<file path="config.mk">
export PLATFORM = sky130hd
export DESIGN_NAME = sdram_burst_responder
export DESIGN_NICKNAME = d
export VERILOG_FILES = /design/src/rtl/sdram_glue_pkg.sv /design/src/rtl/sdram_rr_arbiter.sv /design/src/rtl/sdram_burst_responder.sv
export SDC_FILE = /design/constraint.sdc
export NUM_CORES = 1
export LEC_CHECK = 0
export CAP_MARGIN = 20
export CORE_MARGIN = 1.5
export CORE_UTILIZATION = 50
export CTS_CLUSTER_DIAMETER = 150
export DETAILED_ROUTE_END_ITERATION = 8
export MAX_ROUTING_LAYER = met4
export PLACE_DENSITY = 0.81
export REMOVE_ABC_BUFFERS = 1
export SLEW_MARGIN = 25
export SYNTH_ARGS = -nofsm -noshare
export SYNTH_HDL_FRONTEND = slang
export SYNTH_HIERARCHICAL = 1
export SYNTH_SLANG_ARGS = --single-unit
export TNS_END_PERCENT = 5
</file>
<file path="constraint.sdc">
create_clock -name clk -period 2.6 [get_ports clk]
set_clock_uncertainty 0.2 [all_clocks]
set_input_delay 0.39 -clock clk [delete_from_list [all_inputs] [get_ports clk]]
set_output_delay 0.39 -clock clk [all_outputs]
set_load 0.005 [all_outputs]
</file>
<file path="src/rtl/sdram_glue_pkg.sv">
// Shared constants and state encoding for the SDRAM request/done glue.
package sdram_glue_pkg;
    localparam int unsigned ADDR_W = 24;
    localparam int unsigned DATA_W = 16;
    localparam int unsigned BURST  = 4;

    localparam int unsigned GRAM_BASE = 0;
    localparam int unsigned RING_BASE = 384000;
    localparam int unsigned RING_END  = 386396;

    typedef enum logic [2:0] {
        StIdle  = 3'd0,
        StCmd   = 3'd1,
        StWbeat = 3'd2,
        StRwait = 3'd3,
        StDone  = 3'd4
    } resp_state_e;
endpackage

</file>
<file path="src/rtl/sdram_rr_arbiter.sv">
// Two-way round-robin pick between read and write requests; write wins first after reset.
module sdram_rr_arbiter (
    input  logic clk,
    input  logic rst_n,
    input  logic rd_req,
    input  logic wr_req,
    input  logic accept,
    output logic grant_wr
);
    logic prefer_wr_q;

    always_comb begin
        if (rd_req && wr_req) grant_wr = prefer_wr_q;
        else                  grant_wr = wr_req;
    end

    // Pointer always names the type that was not served last.
    always_ff @(posedge clk or negedge rst_n) begin
        if (!rst_n)      prefer_wr_q <= 1'b1;
        else if (accept) prefer_wr_q <= ~grant_wr;
    end
endmodule

</file>
<file path="src/rtl/sdram_burst_responder.sv">
// SDRAM burst responder: one 4-beat read or write burst per level-held client request.
// Optional cycle watchdog and oTimeout_Err port are enabled by defining SDRAM_RESP_TIMEOUT_EN.
module sdram_burst_responder #(
`ifdef SDRAM_RESP_TIMEOUT_EN
    parameter int unsigned TIMEOUT_CYC = 1023,
`endif
    parameter int unsigned ADDR_W = sdram_glue_pkg::ADDR_W,
    parameter int unsigned DATA_W = sdram_glue_pkg::DATA_W,
    parameter int unsigned BURST  = sdram_glue_pkg::BURST
) (
    input  logic              clk,
    input  logic              rst_n,
    input  logic              iRd_Req,
    input  logic [ADDR_W-1:0] iRd_Addr,
    output logic [DATA_W-1:0] oRd_Data1,
    output logic [DATA_W-1:0] oRd_Data2,
    output logic [DATA_W-1:0] oRd_Data3,
    output logic [DATA_W-1:0] oRd_Data4,
    output logic              oRd_Done,
    input  logic              iWr_Req,
    input  logic [ADDR_W-1:0] iWr_Addr,
    input  logic [DATA_W-1:0] iWr_Data1,
    input  logic [DATA_W-1:0] iWr_Data2,
    input  logic [DATA_W-1:0] iWr_Data3,
    input  logic [DATA_W-1:0] iWr_Data4,
    output logic              oWr_Done,
    output logic              oCmd_Valid,
    input  logic              iCmd_Ready,
    output logic              oCmd_Write,
    output logic [ADDR_W-1:0] oCmd_Addr,
    output logic [DATA_W-1:0] oWr_Beat_Data,
    input  logic              iWr_Beat_Ready,
    input  logic              iRd_Beat_Valid,
    input  logic [DATA_W-1:0] iRd_Beat_Data,
    output logic              oBusy,
`ifdef SDRAM_RESP_TIMEOUT_EN
    output logic              oTimeout_Err,
`endif
    output logic              oAlign_Err
);
    import sdram_glue_pkg::*;

    resp_state_e       state_q, state_d;
    logic              grant_wr, accept, last_beat, busy_run, wd_expire;
    logic [ADDR_W-1:0] req_addr;
    logic              cmd_write_q;
    logic [ADDR_W-1:0] cmd_addr_q;
    logic [1:0]        beat_q, beat_d;
    logic [DATA_W-1:0] wr_words_q [4];
    logic [DATA_W-1:0] rd_buf_q   [4];
    logic [DATA_W-1:0] rd_buf_d   [4];
    logic [DATA_W-1:0] rd_out_q   [4];
    logic              align_err_q;

    assign accept    = (state_q == StIdle) && (iRd_Req || iWr_Req);
    assign req_addr  = grant_wr ? iWr_Addr : iRd_Addr;
    assign last_beat = (beat_q == 2'(BURST - 1));
    assign busy_run  = state_q inside {StCmd, StWbeat, StRwait};

    sdram_rr_arbiter u_arb (
        .clk      (clk),
        .rst_n    (rst_n),
        .rd_req   (iRd_Req),
        .wr_req   (iWr_Req),
        .accept   (accept),
        .grant_wr (grant_wr)
    );

`ifdef SDRAM_RESP_TIMEOUT_EN
    localparam int unsigned WdW = ($clog2(TIMEOUT_CYC + 1) > 10) ? $clog2(TIMEOUT_CYC + 1) : 10;

    logic [WdW-1:0] wd_q;
    logic           timeout_err_q;

    // Fires on the TIMEOUT_CYC-th cycle spent outside IDLE/DONE for this request.
    assign wd_expire = busy_run && (wd_q == WdW'(TIMEOUT_CYC - 1));

    always_ff @(posedge clk or negedge rst_n) begin
        if (!rst_n) begin
            wd_q          <= '0;
            timeout_err_q <= 1'b0;
        end else begin
            wd_q <= busy_run ? wd_q + 1'b1 : '0;
            if (wd_expire) timeout_err_q <= 1'b1;
        end
    end

    assign oTimeout_Err = timeout_err_q;
`else
    assign wd_expire = 1'b0;
`endif

    always_comb begin
        state_d  = state_q;
        beat_d   = beat_q;
        rd_buf_d = rd_buf_q;
        case (state_q)
            StIdle: begin
                if (accept) begin
                    state_d  = StCmd;
                    beat_d   = '0;
                    // Cleared so a timed-out read reports 0 for missing words.
                    rd_buf_d = '{default: '0};
                end
            end
            StCmd: begin
                if (iCmd_Ready) begin
                    state_d = cmd_write_q ? StWbeat : StRwait;
                    beat_d  = '0;
                end
            end
            StWbeat: begin
                if (iWr_Beat_Ready) begin
                    beat_d = beat_q + 2'd1;
                    if (last_beat) state_d = StDone;
                end
            end
            StRwait: begin
                if (iRd_Beat_Valid) begin
                    rd_buf_d[beat_q] = iRd_Beat_Data;
                    beat_d           = beat_q + 2'd1;
                    if (last_beat) state_d = StDone;
                end
            end
            StDone:  state_d = StIdle;
            default: state_d = StIdle;
        endcase
        if (wd_expire) state_d = StDone;
    end

    always_ff @(posedge clk or negedge rst_n) begin
        if (!rst_n) begin
            state_q     <= StIdle;
            beat_q      <= '0;
            cmd_write_q <= 1'b0;
            cmd_addr_q  <= '0;
            align_err_q <= 1'b0;
            wr_words_q  <= '{default: '0};
            rd_buf_q    <= '{default: '0};
            rd_out_q    <= '{default: '0};
        end else begin
            state_q  <= state_d;
            beat_q   <= beat_d;
            rd_buf_q <= rd_buf_d;
            if (accept) begin
                cmd_write_q <= grant_wr;
                cmd_addr_q  <= {req_addr[ADDR_W-1:2], 2'b00};
                if (req_addr[1:0] != 2'b00) align_err_q <= 1'b1;
                if (grant_wr) wr_words_q <= '{iWr_Data1, iWr_Data2, iWr_Data3, iWr_Data4};
            end
            if (busy_run && (state_d == StDone) && !cmd_write_q) rd_out_q <= rd_buf_d;
        end
    end

    assign oBusy         = (state_q != StIdle);
    assign oCmd_Valid    = (state_q == StCmd);
    assign oCmd_Write    = cmd_write_q;
    assign oCmd_Addr     = cmd_addr_q;
    assign oWr_Beat_Data = (state_q == StWbeat) ? wr_words_q[beat_q] : '0;
    assign oRd_Done      = (state_q == StDone) && !cmd_write_q;
    assign oWr_Done      = (state_q == StDone) && cmd_write_q;
    assign oRd_Data1     = rd_out_q[0];
    assign oRd_Data2     = rd_out_q[1];
    assign oRd_Data3     = rd_out_q[2];
    assign oRd_Data4     = rd_out_q[3];
    assign oAlign_Err    = align_err_q;
endmodule

</file>
==> results.txt <==
Figures from the implementation reports.

- The number of antenna violations at the first check in global routing is 1.
- Internal power comes to a little over 0.01 W.
- The cell taking the most area after synthesis is sky130_fd_sc_hd__dfrtp_1.
- After Yosys synthesis, AND-OR and OR-AND compound gates account for 15.5% of the synthesized area.
- Summing every instance area after synthesis gives around 10,000 um^2.
- The met3 track demand over resource in global routing reads between 6 and 7%.
- The CTS buffer count is 23.
- The slew at the pin with the worst max-slew slack is about 0.76 ns.
- The number of global-route vias before repair is 8,554.
- The non-filler instance count after layout reads between 1k and 1.5k.
- The register-to-register path setup slack reads approximately 0.16 ns.
- The fraction of standard cell area that is sequential is around two fifths.
- The most frequent standard cell in the layout excluding fill and tap cells reads sky130_fd_sc_hd__clkdlybuf4s50_1.
- The number of flip-flops and latches reads 222.
- The fraction of cell area in multi-input combinational cells is reported as between 30 and 40%.
- The final setup violation count is 0.
- The total power per unit cell area reads roughly 1100 nW/um^2.
- The combinational share of power reads about 41%.
- The first global-routing pass estimated approximately 46,000 um of wire.
- In this run the critical register-to-register path is launched from beat_q[0].
- The number of max-slew violations in the final report reads 0.
- The first detailed-routing pass took 5 iterations.
- Setup repair after global routing could not meet its margin everywhere.
- In this run the tools logged warnings totalling 30.
- Detailed-route iteration 0 reported a violation count of slightly above 700.
- In the Yosys stats the netlist draws on 42 distinct library cells.
- Counting the fill cells in the layout gives around 1.4k.
- The final-layout worst hold slack reads about 0.22 ns.
- Sequential cells burn 38.3% of the power.
- Per the layout area report, the register area comes to about 5600 um^2.
- The overall track demand over capacity in global routing is about 28%.
- The yosys stat cell total is 850.
- After routing, the total negative slack on setup checks comes to 0 ns.
- Yosys reported that registers with async set or reset make up 100%.
- In the CTS report, the clock slew at the register clock pins of the worst setup and hold paths is listed as 0.06 ns.
- The global routing met1 resource utilization reads around 36%.
- The placement row count is just over 50.
- The worst hold path class is input port to async pin.
- For reference, the top cells by count after synthesis are sky130_fd_sc_hd__dfrtp_1 (221), sky130_fd_sc_hd__nand2_1 (69), sky130_fd_sc_hd__nand3_1 (66).
- Per report_power, the Clock row totals between 0.003 and 0.004 W.
- Leaving out the clock tree, the finished layout contains an inverter count of 8.
- After detailed routing, the number of remaining DRC violations is 0.
- The proportion of layout cells with a drive suffix above 1 is between 10% and 20%.
- The sum of net half-perimeters after detailed placement reads between 15,000 and 20,000 um.
- The floorplan core density reads about half.
- The post-synthesis cell count reads between 800 and 900.
- The portion of the post-synthesis area used by sequential elements is 55.1%.
- The post-route cell area is about 14,000 um^2.
- The signal arrival time at the worst endpoint reads 1.99 ns.
- The clock tree buffer depth is 3.
- The sequential cell power is slightly below 0.006 W.
- STA classifies the critical path endpoint as an output port.
- Post-CTS timing repair inserted 3 buffers for setup.
- The number of top-level pins is between 200 and 250.
- The placer congestion estimate reads approximately 0.82.
- The count of maximum capacitance violations is 0.
- For this run, the detailed router reports a per-instance via density of 6.05.
- Routing resource usage on met2 recorded by global route was approximately 44%.
- The TritonCTS clock tree reads done.
- Yosys instantiated no cell more often than sky130_fd_sc_hd__dfrtp_1.
- Counting tap cells, the placed design contains a total of ~1.3k instances.
- In this run, synthesis produced a sequential element count of ~220.
- At the end of the flow, the number of nets in the layout was between 1k and 1.5k.
- The arithmetic-cell share of the synthesized area counting full adders, half adders and majority gates reads less than 1%.
- The critical path's top delay family reads multiplexers.
- The chip area reads between 20,000 and 25,000 um^2.
- The leakage power summed over all cells is a little over 6 nW.
- The wire length the detailed router placed on met1 is around 11,000 um.
- Leaving out buffers and inverters, the combinational logic in the layout accounts for just over 4000 um^2.
- The clock network burns a little over a fifth of the power.
- In this run the number of H-tree levels came out at 1.
- The area inside the core boundary is about 20,000 um^2.
- The flow ran to the end, and the final reports show no timing, DRC or antenna violations.
- The pin count of the biggest net entering global routing is 78.
- The number of cell instances on the worst register-to-register path is 6.
- The critical path startpoint reads beat_q[0].
- The number of sinks on the clock net reads 222.
- The latest clock arrival within the worst-skew pair reads 0.51 ns.
- The pre-CTS worst setup slack is about 0.22 ns.
- The multiplexer share of the synthesized area reads between 10% and 20%.
- The main flop type after synthesis reads sky130_fd_sc_hd__dfrtp_1.
- The post-synthesis average cell area reads ~12 um^2.
- The average routed wire per standard cell reads between 20 and 25 um.
- The XOR/XNOR share of the synthesized area reads 0%.
- The count of antenna diodes in the layout is 1.
- The minimum clock period reads roughly 2.6 ns.
- The library cells used most frequently in the layout, excluding fill and tap cells, are sky130_fd_sc_hd__clkdlybuf4s50_1 (224), sky130_fd_sc_hd__dfrtp_1 (219), sky130_fd_sc_hd__nand2_1 (69).
- The final critical-path setup slack is 0.0165 ns.
- Ranked by total cell area, the synthesized netlist is headed by sky130_fd_sc_hd__dfrtp_1 (55%), sky130_fd_sc_hd__mux2_4 (7.5%), sky130_fd_sc_hd__o221ai_1 (5.6%).
- The hold buffer count at CTS is 1.
- Warnings reported by Yosys during synthesis add up to 6.
- The layout multi-input combinational cell count reads 532.
- The via total after detailed routing is approximately 8.2k.
- The capture point of the worst reg-to-reg path reads oRd_Data4[0].
- The largest driver fanout on the critical path reads 6.
- The switching component of the power reads roughly 0.0050 W.
- Across the placement rows, the number of tap cells is 265.
- Counting endpoints that fail hold in the final report gives 0.
- The cell area reported after detailed placement reads around 13,000 um^2.
- The prevailing logic family in the synthesized netlist is AND-OR/OR-AND gates.
Fig. 1: pin map
Scale bar: 50 um. Pins as bars across the die edge, other pins in gray.
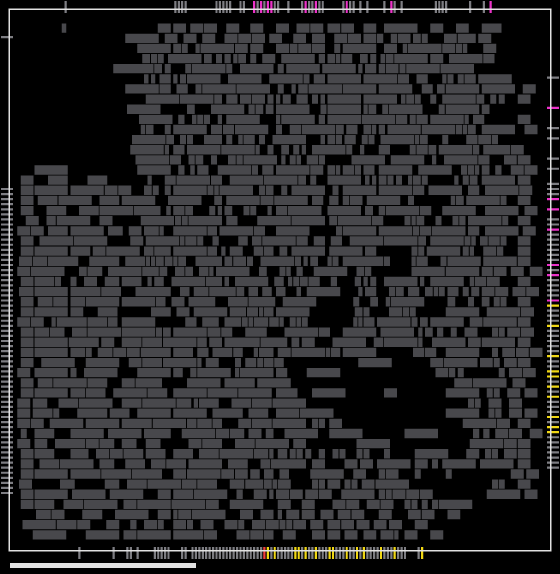
[iWr_Addr] yellow | pins: 24 | direction: input | edge: 14 bottom, 10 right
[iRd_Req] red | pins: 1 | direction: input | edge: bottom
[oRd_Data3] magenta | pins: 16 | direction: output | edge: 9 top, 7 right
count of buffers inserted at the top-level ports: 242
Die Y-Extent: 145 um
x dimension of the die: 145 um

Fig. 2: sequential cells colored by netlist name
Scale bar: 50 um.
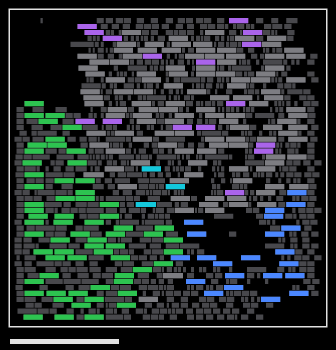
[oRd_Data2] purple | placed flops: 16
[oCmd_Addr] blue | placed flops: 22 | where: bottom right
[wr_words_q] green | placed flops: 64
[state_q] cyan | placed flops: 3

No activity file was given, so power comes from the tool's default toggle rates.
